<file path="src/rtl/rom_arbiter_if.sv">
// rom_arbiter_if
// Bundles the two requester ports (instruction fetch and data load) and the
// combinational ROM bus that rom_arbiter multiplexes between them.
//
//   if_*  / mem_*  : request (req/addr/gnt) and response (rvalid/rready/
//                    rdata/err) handshake for each requester
//   HADDR          : address driven to the combinational ROM
//   HWDATA         : write data to the ROM, always zero (read-only ROM)
//   HRDATA         : ROM read data, valid in the same cycle as HADDR
//
// Modports:
//   slave  - the arbiter side
//   master - the requesters plus the ROM model (driven by the environment)
interface rom_arbiter_if;
   logic        if_req;
   logic [63:0] if_addr;
   logic        if_gnt;
   logic        if_rvalid;
   logic        if_rready;
   logic [63:0] if_rdata;
   logic        if_err;

   logic        mem_req;
   logic [63:0] mem_addr;
   logic        mem_gnt;
   logic        mem_rvalid;
   logic        mem_rready;
   logic [63:0] mem_rdata;
   logic        mem_err;

   logic [63:0] HADDR;
   logic [63:0] HWDATA;
   logic [63:0] HRDATA;

   modport slave (
      input  if_req, if_addr, if_rready,
      input  mem_req, mem_addr, mem_rready,
      input  HRDATA,
      output if_gnt, if_rvalid, if_rdata, if_err,
      output mem_gnt, mem_rvalid, mem_rdata, mem_err,
      output HADDR, HWDATA
   );

   modport master (
      output if_req, if_addr, if_rready,
      output mem_req, mem_addr, mem_rready,
      output HRDATA,
      input  if_gnt, if_rvalid, if_rdata, if_err,
      input  mem_gnt, mem_rvalid, mem_rdata, mem_err,
      input  HADDR, HWDATA
   );
endinterface

</file>
<file path="src/rtl/rom_arbiter.sv">
// rom_arbiter
// Shares one combinational, read-only ROM between an instruction-fetch port
// and a data-load port. One request is granted per cycle (combinational
// gnt); the ROM word is captured into a single response slot on the next
// edge, so rvalid follows gnt by one cycle. Contention is resolved by
// granting the port that was not granted most recently.
//
// Ports:
//   HCLK    - clock, all state updates on the rising edge
//   HRESET  - synchronous, active-high reset
//   bus     - rom_arbiter_if.slave: both requester ports and the ROM bus
//
// Parameters:
//   ROM_SIZE  - byte size of the ROM
//   ROM_START - byte base address of the ROM
//
// Response slot
//   resp_valid | resp_port | meaning
//   0          | -         | slot empty, any request may be granted
//   1          | PORT_IF   | fetch response waiting for if_rready
//   1          | PORT_MEM  | load response waiting for mem_rready
module rom_arbiter #(
   parameter logic [63:0] ROM_SIZE  = 64'd256,
   parameter logic [63:0] ROM_START = 64'h0
) (
   input  logic         HCLK,
   input  logic         HRESET,
   rom_arbiter_if.slave bus
);

   typedef enum logic {
      PORT_IF  = 1'b0,
      PORT_MEM = 1'b1
   } port_t;

   // Highest legal offset of an 8-byte access. A ROM smaller than one word
   // has no legal address at all, so the subtraction is never allowed to wrap.
   localparam logic        ROM_FITS = (ROM_SIZE >= 64'd8);
   localparam logic [63:0] ROM_LAST = ROM_FITS ? (ROM_SIZE - 64'd8) : 64'd0;

   logic        resp_valid;
   port_t       resp_port;
   logic [63:0] resp_data;
   logic        resp_err;
   port_t       last_gnt;
   logic [63:0] haddr_q;

   logic        owner_rready;
   logic        slot_free;
   logic        gnt_if;
   logic        gnt_mem;
   logic        gnt_any;
   port_t       gnt_port;
   logic [63:0] gnt_addr;
   logic        gnt_ok;

   function automatic logic addr_ok(input logic [63:0] addr, input port_t port);
      logic in_range;
      logic aligned;
      in_range = ROM_FITS && (addr >= ROM_START) && ((addr - ROM_START) <= ROM_LAST);
      if (port == PORT_IF)
         aligned = (addr[1:0] == 2'b00);
      else
         aligned = (addr[2:0] == 3'b000);
      return in_range && aligned;
   endfunction

   // A full slot can be refilled in the same cycle its owner drains it, which
   // gives one grant per cycle under continuous demand.
   always_comb begin
      owner_rready = (resp_port == PORT_IF) ? bus.if_rready : bus.mem_rready;
      slot_free    = !resp_valid || owner_rready;

      gnt_if  = 1'b0;
      gnt_mem = 1'b0;
      if (!HRESET && slot_free) begin
         if (bus.if_req && bus.mem_req) begin
            if (last_gnt == PORT_MEM)
               gnt_if = 1'b1;
            else
               gnt_mem = 1'b1;
         end else if (bus.if_req) begin
            gnt_if = 1'b1;
         end else if (bus.mem_req) begin
            gnt_mem = 1'b1;
         end
      end

      gnt_any  = gnt_if || gnt_mem;
      gnt_port = gnt_mem ? PORT_MEM : PORT_IF;
      gnt_addr = gnt_mem ? bus.mem_addr : bus.if_addr;
      gnt_ok   = addr_ok(gnt_addr, gnt_port);
   end

   // Rejected accesses never reach the ROM bus; HADDR keeps the last legal
   // address so the ROM sees no spurious traffic.
   assign bus.HADDR  = (gnt_any && gnt_ok) ? gnt_addr : haddr_q;
   assign bus.HWDATA = 64'h0;

   assign bus.if_gnt  = gnt_if;
   assign bus.mem_gnt = gnt_mem;

   assign bus.if_rvalid  = resp_valid && (resp_port == PORT_IF);
   assign bus.mem_rvalid = resp_valid && (resp_port == PORT_MEM);
   assign bus.if_rdata   = bus.if_rvalid  ? resp_data : 64'h0;
   assign bus.if_err     = bus.if_rvalid  ? resp_err  : 1'b0;
   assign bus.mem_rdata  = bus.mem_rvalid ? resp_data : 64'h0;
   assign bus.mem_err    = bus.mem_rvalid ? resp_err  : 1'b0;

   always_ff @(posedge HCLK) begin
      if (HRESET) begin
         resp_valid <= 1'b0;
         resp_port  <= PORT_IF;
         resp_data  <= 64'h0;
         resp_err   <= 1'b0;
         last_gnt   <= PORT_MEM;
         haddr_q    <= 64'h0;
      end else if (gnt_any) begin
         resp_valid <= 1'b1;
         resp_port  <= gnt_port;
         resp_data  <= gnt_ok ? bus.HRDATA : 64'h0;
         resp_err   <= !gnt_ok;
         last_gnt   <= gnt_port;
         if (gnt_ok)
            haddr_q <= gnt_addr;
      end else if (resp_valid && owner_rready) begin
         resp_valid <= 1'b0;
         resp_data  <= 64'h0;
         resp_err   <= 1'b0;
      end
   end

   gnt_onehot: assert property (@(posedge HCLK) !(bus.if_gnt && bus.mem_gnt));
   gnt_if_req: assert property (@(posedge HCLK) bus.if_gnt |-> bus.if_req);
   gnt_mem_req: assert property (@(posedge HCLK) bus.mem_gnt |-> bus.mem_req);
   gnt_in_rst: assert property (@(posedge HCLK) HRESET |-> !(bus.if_gnt || bus.mem_gnt));

endmodule

</file>
<file path="src/flat_wrapper.sv">
// flat-port wrapper written by rule: the top's interface ports become plain ports
module rom_arbiter_flat 
#(
   parameter logic [63:0] ROM_SIZE  = 64'd256,
   parameter logic [63:0] ROM_START = 64'h0
)
  (HCLK, HRESET, bus_if_req, bus_if_addr, bus_if_rready, bus_mem_req, bus_mem_addr, bus_mem_rready, bus_HRDATA, bus_if_gnt, bus_if_rvalid, bus_if_rdata, bus_if_err, bus_mem_gnt, bus_mem_rvalid, bus_mem_rdata, bus_mem_err, bus_HADDR, bus_HWDATA);
  rom_arbiter_if bus_i ();
  input  logic HCLK;
  input  logic HRESET;
  input wire logic [$bits(bus_i.if_req)-1:0] bus_if_req;
  input wire logic [$bits(bus_i.if_addr)-1:0] bus_if_addr;
  input wire logic [$bits(bus_i.if_rready)-1:0] bus_if_rready;
  input wire logic [$bits(bus_i.mem_req)-1:0] bus_mem_req;
  input wire logic [$bits(bus_i.mem_addr)-1:0] bus_mem_addr;
  input wire logic [$bits(bus_i.mem_rready)-1:0] bus_mem_rready;
  input wire logic [$bits(bus_i.HRDATA)-1:0] bus_HRDATA;
  output wire logic [$bits(bus_i.if_gnt)-1:0] bus_if_gnt;
  output wire logic [$bits(bus_i.if_rvalid)-1:0] bus_if_rvalid;
  output wire logic [$bits(bus_i.if_rdata)-1:0] bus_if_rdata;
  output wire logic [$bits(bus_i.if_err)-1:0] bus_if_err;
  output wire logic [$bits(bus_i.mem_gnt)-1:0] bus_mem_gnt;
  output wire logic [$bits(bus_i.mem_rvalid)-1:0] bus_mem_rvalid;
  output wire logic [$bits(bus_i.mem_rdata)-1:0] bus_mem_rdata;
  output wire logic [$bits(bus_i.mem_err)-1:0] bus_mem_err;
  output wire logic [$bits(bus_i.HADDR)-1:0] bus_HADDR;
  output wire logic [$bits(bus_i.HWDATA)-1:0] bus_HWDATA;
  assign bus_i.if_req = bus_if_req;
  assign bus_i.if_addr = bus_if_addr;
  assign bus_i.if_rready = bus_if_rready;
  assign bus_i.mem_req = bus_mem_req;
  assign bus_i.mem_addr = bus_mem_addr;
  assign bus_i.mem_rready = bus_mem_rready;
  assign bus_i.HRDATA = bus_HRDATA;
  assign bus_if_gnt = bus_i.if_gnt;
  assign bus_if_rvalid = bus_i.if_rvalid;
  assign bus_if_rdata = bus_i.if_rdata;
  assign bus_if_err = bus_i.if_err;
  assign bus_mem_gnt = bus_i.mem_gnt;
  assign bus_mem_rvalid = bus_i.mem_rvalid;
  assign bus_mem_rdata = bus_i.mem_rdata;
  assign bus_mem_err = bus_i.mem_err;
  assign bus_HADDR = bus_i.HADDR;
  assign bus_HWDATA = bus_i.HWDATA;
  rom_arbiter #(.ROM_SIZE(ROM_SIZE), .ROM_START(ROM_START)) u_core (.HCLK(HCLK), .HRESET(HRESET), .bus(bus_i));
endmodule
</file>
<file path="config.mk">
export PLATFORM = sky130hd
export DESIGN_NAME = rom_arbiter_flat
export DESIGN_NICKNAME = d
export VERILOG_FILES = /design/src/rtl/rom_arbiter_if.sv /design/src/rtl/rom_arbiter.sv /design/src/flat_wrapper.sv
export SDC_FILE = /design/constraint.sdc
export NUM_CORES = 1
export LEC_CHECK = 0
export CORE_AREA = 2 2 179 181
export CTS_CLUSTER_SIZE = 14
export DETAILED_ROUTE_END_ITERATION = 8
export DIE_AREA = 0 0 181 183
export HOLD_SLACK_MARGIN = 0.15
export PLACE_DENSITY = 0.61
export SYNTH_ARGS = -nofsm -noshare
export SYNTH_HDL_FRONTEND = slang
export SYNTH_SLANG_ARGS = --single-unit
</file>
<file path="constraint.sdc">
create_clock -name HCLK -period 3.3 [get_ports HCLK]
set_clock_uncertainty 0.1 [all_clocks]
set_input_delay 0.66 -clock HCLK [delete_from_list [all_inputs] [get_ports HCLK]]
set_output_delay 0.66 -clock HCLK [all_outputs]
set_load 0.02 [all_outputs]
</file>
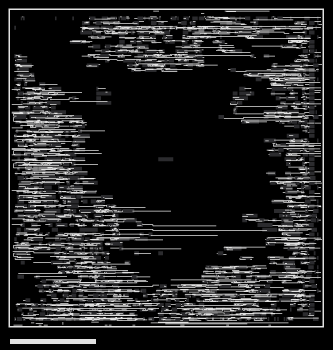
Fig. 1. The metal 1 layer (run 1).
The bar under the picture is 50 microns long. Cells faint in the background.
- nets with wire on the layer: 1113
- longest straight run: 79.6 microns
met1 Use GR: 0.1755
wirelength, routed: 24.37 mm

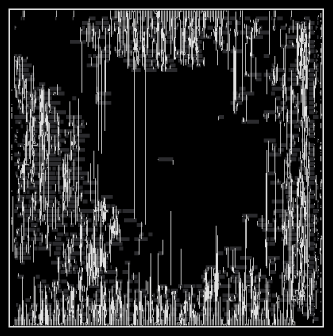
Fig. 2. Metal 2 (run 1).
Cells faint in the background.
- longest straight run: 98.6 microns
- share of all routed wire: 48%
- wire length on this layer: 11700 microns
- nets with wire on the layer: 1092
Vias: 6096
met2 usage: 0.2422

==> qor.csv, run 1 <==
metric,value,unit
grt_usage,0.1430,
avgSynthCellArea,9.287,sq um
postSynthSeqShare,0.4292,
yosysWarningCount,0,
crit_required,2540,ps
core,31230,sq um
fmax,291.5,MHz
adder_share,0,
finalSetupViolCount,55,
die_y,183,microns
leakage,5.030,nW
via_per_inst,4.053,
cts_hold_buf,0,
path_cells,"buf_6, nor4_4, buf_4, nand4_1, nor4_2, buf_4, a22o_4, and2_4, buf_12, buf_12, buf_12, buf_12, nor2b_4, buf_6",
wl_per_cell,16.20,microns
drive_gt1_frac,0.2282,
worstSetupPathType,in -> out,
stdcell_count,1504,
pwr-share-seq,0.405,
antenna_left,0,
synth_area,6157,sq um
cp.arrival,2670,ps
dr.pass1.iters,4,
dpl_cell_area,10530,sq um
design_area,11640,sq um
yosys.area_share.simple,0.3117,
htreeDepth,4,
placed_cells_incl_taps,1448,
mux_share,0.003251,
initial_core_util,0.1972,
logic_family,simple AND/OR/NAND/NOR gates,
p_comb_frac,0.121,
edf_count,0,
drcViolationCount,0,
cp_common_cell,buf_12,
synthFlopType,dfxtp_1,
p_per_area,339.8,nW/um^2
crit_buf_inv,8,
cts_buffer_depth,2,
grt_pass1_wl,36.69,mm
fillers,3146,
fin_ws,-130.6,ps
numCtsBuffers,17,
clockRootBuffer,clkbuf_16,
crit_fanout,7,
portBuffers,395,
syn_inst,663,
aoi_share,0.1321,
p_sw_frac,0.2630,
grt_pass1_vias,6215,
crit_family,buffers and inverters,
warnings,29,
hold_viol,0,
ys_cells,663,
nets,1285,
max_stage_delay,300,ps
start_kind,primary input,
rows,65,
rrSetupSlack,630,ps
hold_path.class,reg -> reg,
tightest_slew,524.6,ps
drv_slew,0,
top_area_cell,dfxtp_1,
gp_congestion,0.7907,
drv_cap,0,
ios,460,
ys_sh_xor,0,
areaGrowthSynthToFinish,89.13,%
clock-sinks,132,
cp-end-kind,output pin,
status,finished with violations,
overflow,0,
antenna_found_initial,3,
clkLatencyLatePin,420,ps
hpwl,17.37,mm
grt_max_degree,69,
top_cells_by_area,"dfxtp_1 43%, and2_1 13%, a22o_1 9.1%, buf_4 7.8%, and3_1 6.6%",
ys_types,41,
top_cell_area_share,0.4292,
final_layout_top_logic_cells,"240 x clkdlybuf4s50_1, 130 x dfxtp_1, 125 x and2_1, 65 x and3_1",
violations,negative setup slack,
path_clk_slew,60,ps
die_w,181,microns
async_flop_share,0,
power.switching,1.040,mW
dieArea,33120,sq um
numSynthFlops,132,
cts_tree,yes,
ir_worst_vdd,0.0003332,V
finalCriticalPeriod,3431,ps
lay_top_count,clkdlybuf4s50_1,
fin_crit_sh,1.040,
yosys-stat-area,6157,sq um
p_int,2.916,mW
rsz0062_at_grt,yes,
p_clk_frac,0.474,
critPathSlowestCell,nor4_2,
drt_iter0_drc,223,
slew_headroom,0.6502,
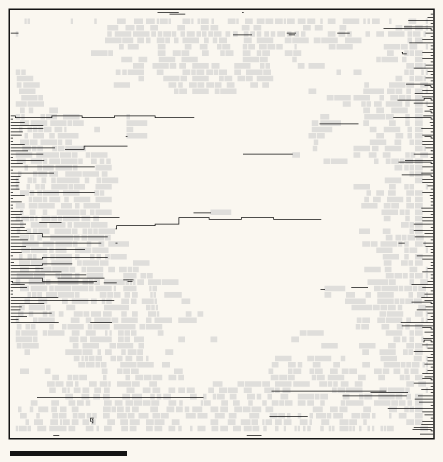
Fig. 3. The metal 3 layer (run 1).
The bar under the picture is 50 microns long. Cells faint in the background.
- main direction: horizontal
- nets with wire on the layer: 222
- longest straight run: 70.8 microns
- wire length on this layer: 1920 microns
GRT met3 Usage: 0.04686

[run 1: power by group through the flow]
stage	sequential [mW]	clock, mW	combinational (mW)
after floorplan	1.64	0	0.220
after global placement	1.64	0	0.484
after detailed placement	1.64	0	0.488
after CTS	1.60	1.94	0.473
after global routing	1.60	2.01	0.512
final	1.60	1.88	0.478
[run 1: cell families (layout without fill, tap and decap cells)]
group | after synthesis | in the layout
simple gates | 312 | 312
flops | 132 | 132
buf+inv | 122 | 496
compound gates | 94 | 94
mux | 2 | 2
other cells | 1 | 66
[run 1: Yosys cell counts (7+ instances only)]
| cell type | instances |
|---|---|
| and2_1 | 125 |
| a22o_1 | 64 |
| buf_4 | 64 |
| and3_1 | 65 |
| nor4_1 | 28 |
| dfxtp_1 | 132 |
| buf_6 | 7 |
| clkbuf_1 | 38 |
| nor2b_1 | 59 |
[run 1: what timing repair did]
item	4_1_cts	5_1_grt
pin swaps	41	7
cloned	5	0
resized	507	88
buffers inserted	17	4
setup endpoints to repair	65	72
[run 1: final cells by class]
| type | instances | area (sq um) | share of cell area |
|---|---|---|---|
| clock buffer | 18 | 439.2 | 0.03771 |
| timing repair buffer | 458 | 4454 | 0.3825 |
| antenna | 2 | 5.005 | 0.0004298 |
| tap | 402 | 503.0 | 0.04319 |
| inverter | 6 | 22.52 | 0.001934 |
| clock inverter | 14 | 142.6 | 0.01225 |
| multi-input combinational | 472 | 3433 | 0.2948 |
| sequential | 132 | 2645 | 0.2271 |
[run 1: final timing paths]
| kind | cells past startpoint | from | to |
|---|---|---|---|
| worst min-delay path | 1 | u_core.haddr_q[26]$_SDFFE_PP0P_ | u_core.haddr_q[26]$_SDFFE_PP0P_ |
| worst max-delay path | 14 | bus_mem_addr[27] | bus_HADDR[43] |
| worst max register to register | 11 | u_core.resp_port$_SDFFE_PP0P_ | u_core.resp_data[56]$_SDFFE_PP0P_ |
| worst min register to register | 1 | u_core.haddr_q[26]$_SDFFE_PP0P_ | u_core.haddr_q[26]$_SDFFE_PP0P_ |
[run 1: sequential cells by signal, indices dropped and copies added, names as in the netlist]
| signal | count |
|---|---|
| u_core.haddr_q | 64 |
| u_core.resp_data | 64 |
| u_core.last_gnt | 1 |
| u_core.resp_err | 1 |
| u_core.resp_port | 1 |
| u_core.resp_valid | 1 |
[run 1: layer usage]
| metal | vias to the layer above | part of all wire | global-route usage |
|---|---|---|---|
| li1 | 3021 | - | - |
| met1 | 2802 | 0.43 | 0.1755 |
| met2 | 257 | 0.48 | 0.2422 |
| met3 | 14 | 0.079 | 0.04686 |
| met4 | 2 | 0.0093 | 0.03577 |
| met5 | - | 0.00053 | 0 |
[run 1: metrics by stage]
step / power [mW] / util / worst slack [ps] / TNS [ps] / hold WS [ps]
after floorplan: 1.855 / - / -26.36 / -131.8 / 321.4
final: 3.957 / 0.3729 / -130.6 / -4448 / 354.2
after detailed placement: 2.127 / 0.3371 / -800.3 / -54130 / 335.6
after global placement: 2.123 / 0.3371 / -852.8 / -61180 / 333.8
after global routing: 4.129 / 0.3728 / -258.2 / -12660 / 365.4
after CTS: 4.020 / 0.3667 / -95.02 / -1602 / 355.9
==> run 2, diff against run 1 <==
--- a/config.mk
+++ b/config.mk
@@ -9,6 +9,7 @@
 export CTS_CLUSTER_SIZE = 14
 export DETAILED_ROUTE_END_ITERATION = 8
 export DIE_AREA = 0 0 181 183
+export GPL_ROUTABILITY_DRIVEN = 0
 export HOLD_SLACK_MARGIN = 0.15
 export PLACE_DENSITY = 0.61
 export SYNTH_ARGS = -nofsm -noshare
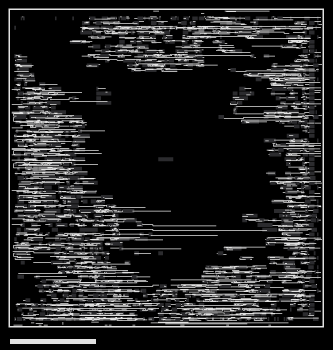
Fig. 4. The metal 1 layer (run 2).
The bar under the picture is 50 microns long. Cells faint in the background.

==> run 2 against run 1 <==
Against the previous run:
- the flow still finishes with violations (negative setup slack)
- critical path depth is the same
- synthesized cell count is the same
- non-clock buffer count is the same
- critical path type unchanged
- critical endpoint unchanged
- largest cell class unchanged
- highest routed layer unchanged
==> qor.csv, run 2 <==
metric,value,unit,change
status,finished with violations,,unchanged
violations,negative setup slack,,unchanged
path_cells,"buf_6, nor4_4, buf_4, nand4_1, nor4_2, buf_4, a22o_4, and2_4, buf_12, buf_12, buf_12, buf_12, nor2b_4, buf_6",,unchanged
drv_cap,0,,unchanged
cp_common_cell,buf_12,,unchanged
finalCriticalPeriod,3431,ps,unchanged
hold_path_depth,1,,unchanged
drv_slew,0,,unchanged
yosysWarningCount,0,,unchanged
rows,65,,unchanged
lay_top_count,clkdlybuf4s50_1,,unchanged
syn_inst,663,,unchanged
edf_count,0,,unchanged
synthTopCellsByCount,"132 x dfxtp_1, 125 x and2_1, 65 x and3_1",,unchanged
hold_viol,0,,unchanged
die_w,181,microns,unchanged
finalSetupViolCount,55,,unchanged
comb_area,3433,sq um,unchanged
clock-sinks,132,,unchanged
reg2reg_to,u_core.resp_data[56]$_SDFFE_PP0P_,,unchanged
drive_gt1_frac,0.2282,,unchanged
total_power,3.957,mW,unchanged
synth.most_common_cell,dfxtp_1,,unchanged
fin_crit_sh,1.040,,unchanged
wl_per_cell,16.20,microns,unchanged
dr.pass1.iters,4,,unchanged
drt_iter0_drc,223,,unchanged
min-delay-start,u_core.haddr_q[26]$_SDFFE_PP0P_,,unchanged
grt_pass1_wl,36.69,mm,unchanged
yosys.area_share.simple,0.3117,,unchanged
die_y,183,microns,unchanged
core,31230,sq um,unchanged
avgSynthCellArea,9.287,sq um,unchanged
yosys-stat-area,6157,sq um,unchanged
ys_types,41,,unchanged
stdcell_count,1504,,unchanged
cts_tree,yes,,unchanged
numCtsBuffers,17,,unchanged
via_per_inst,4.053,,unchanged
synthFlopType,dfxtp_1,,unchanged
rrSetupSlack,630,ps,about the same
top_area_cell,dfxtp_1,,unchanged
crit_fanout,7,,unchanged
tightest_slew,524.6,ps,unchanged
warnings,29,,unchanged
nets,1285,,unchanged
portBuffers,395,,unchanged
regToRegStartpoint,u_core.resp_port$_SDFFE_PP0P_,,unchanged
placed_cells_incl_taps,1448,,unchanged
crit_buf_inv,8,,unchanged
cp-end-kind,output pin,,unchanged
antenna_left,0,,unchanged
dieArea,33120,sq um,unchanged
top_regs,"u_core.haddr_q: 64 flops, u_core.resp_data: 64 flops",,unchanged
areaGrowthSynthToFinish,89.13,%,unchanged
initial_core_util,0.1972,,unchanged
postSynthSeqShare,0.4292,,unchanged
holdWs,354.2,ps,unchanged
aoi_share,0.1321,,unchanged
async_flop_share,0,,unchanged
logic_family,simple AND/OR/NAND/NOR gates,,unchanged
ff2ff_path_depth,11,,unchanged
clockRootBuffer,clkbuf_16,,unchanged
numSynthFlops,132,,unchanged
adder_share,0,,unchanged
overflow,0,,unchanged
ys_sh_xor,0,,unchanged
p_per_area,339.8,nW/um^2,unchanged
synth_area,6157,sq um,unchanged
fillers,3146,,unchanged
worstSetupPathType,in -> out,,unchanged
crit_family,buffers and inverters,,unchanged
leakage,5.030,nW,unchanged
routed_wirelength,24.37,mm,unchanged
cp.arrival,2670,ps,about the same
grt_max_degree,69,,unchanged
max_stage_delay,300,ps,about the same
hpwl,17.37,mm,unchanged
fmax,291.5,MHz,unchanged
hold_path.class,reg -> reg,,unchanged
mux_share,0.003251,,unchanged
ir_worst_vdd,0.0003332,V,unchanged
clkLatencyLatePin,420,ps,about the same
antenna_found_initial,3,,unchanged
grt_pass1_vias,6215,,unchanged
final_layout_top_logic_cells,"240 x clkdlybuf4s50_1, 130 x dfxtp_1, 125 x and2_1, 65 x and3_1",,unchanged
vias,6096,,unchanged
drcViolationCount,0,,unchanged
start_kind,primary input,,unchanged
crit_required,2540,ps,about the same
slew_headroom,0.6502,,unchanged
rsz0062_at_grt,yes,,unchanged
top_cell_area_share,0.4292,,unchanged
fin_util,0.3729,,unchanged
ys_cells,663,,unchanged
htreeDepth,4,,unchanged
flop_area,2645,sq um,unchanged
fin_ws,-130.6,ps,unchanged
grt_usage,0.1430,,unchanged
min_to,u_core.haddr_q[26]$_SDFFE_PP0P_,,unchanged
cts_hold_buf,0,,unchanged
fin_setup_tns,-4448,ps,unchanged
top_cells_by_area,"dfxtp_1 43%, and2_1 13%, a22o_1 9.1%, buf_4 7.8%, and3_1 6.6%",,unchanged
ios,460,,unchanged
path_clk_slew,60,ps,about the same
critPathSlowestCell,nor4_2,,unchanged
cts_buffer_depth,2,,unchanged
-- run 2: cell counts in the layout (fill, tap and decap cells not counted) --
No cell type changed its count.
-- run 2: per-layer routing --
metal,wire length [microns],share of wire,vias to the layer above,GRT usage
met2,11660,0.48,257,0.2422
met5,13,0.00053,-,0
met1,10540,0.43,2802,0.1755
met3,1922,0.079,14,0.04686
li1,-,-,3021,-
met4,227,0.0093,2,0.03577
-- run 2: worst max-delay path by stage --
| stage | startpoint | cells past startpoint | end | slack (ps) |
|---|---|---|---|---|
| final | bus_mem_addr[27] | 14 | bus_HADDR[43] | -130 |
| after global routing | bus_mem_addr[27] | 14 | bus_HADDR[43] | -260 |
| after CTS | bus_mem_addr[46] | 13 | bus_HADDR[50] | -100 |
| after detailed placement | bus_mem_addr[28] | 10 | bus_HADDR[43] | -800 |
| after global placement | bus_mem_addr[60] | 10 | bus_HADDR[43] | -850 |
| after floorplan | bus_mem_req | 9 | bus_HADDR[3] | -30 |
-- run 2: final cells by class --
class / instances / share of cell area
antenna: 2 / 0.0004298
clock buffer: 18 / 0.03771
clock inverter: 14 / 0.01225
inverter: 6 / 0.001934
multi-input combinational: 472 / 0.2948
sequential: 132 / 0.2271
tap: 402 / 0.04319
timing repair buffer: 458 / 0.3825
-- run 2: where the power goes --
| part | total [mW] | internal (mW) | switching [mW] |
|---|---|---|---|
| sequential | 1.60 | 1.60 | 0.00623 |
| combinational | 0.478 | 0.237 | 0.241 |
| clock | 1.88 | 1.08 | 0.793 |
-- run 2: logic make-up after synthesis --
family / Yosys count
buffers and inverters: 122
AOI/OAI and AO/OA: 94
DFF: 132
muxes: 2
and+or+nand+nor: 312
other: 1
-- run 2: per-stage QoR --
stage                     instance area, sq um  setup slack [ps]
after floorplan                           6394            -26.36
after global placement                   10530            -852.8
after detailed placement                 10530            -800.3
after CTS                                11450            -95.02
after global routing                     11640            -258.2
final                                    11640            -130.6
-- run 2: repair_timing --
action	in CTS	in global routing
endpoints found under the hold margin	0	0
setup buffers	17	4
endpoints found under the setup margin	65	72
gates cloned	5	0
gates resized	507	88
pin swaps	41	7
No activity file was given, so power comes from the tool's default toggle rates.
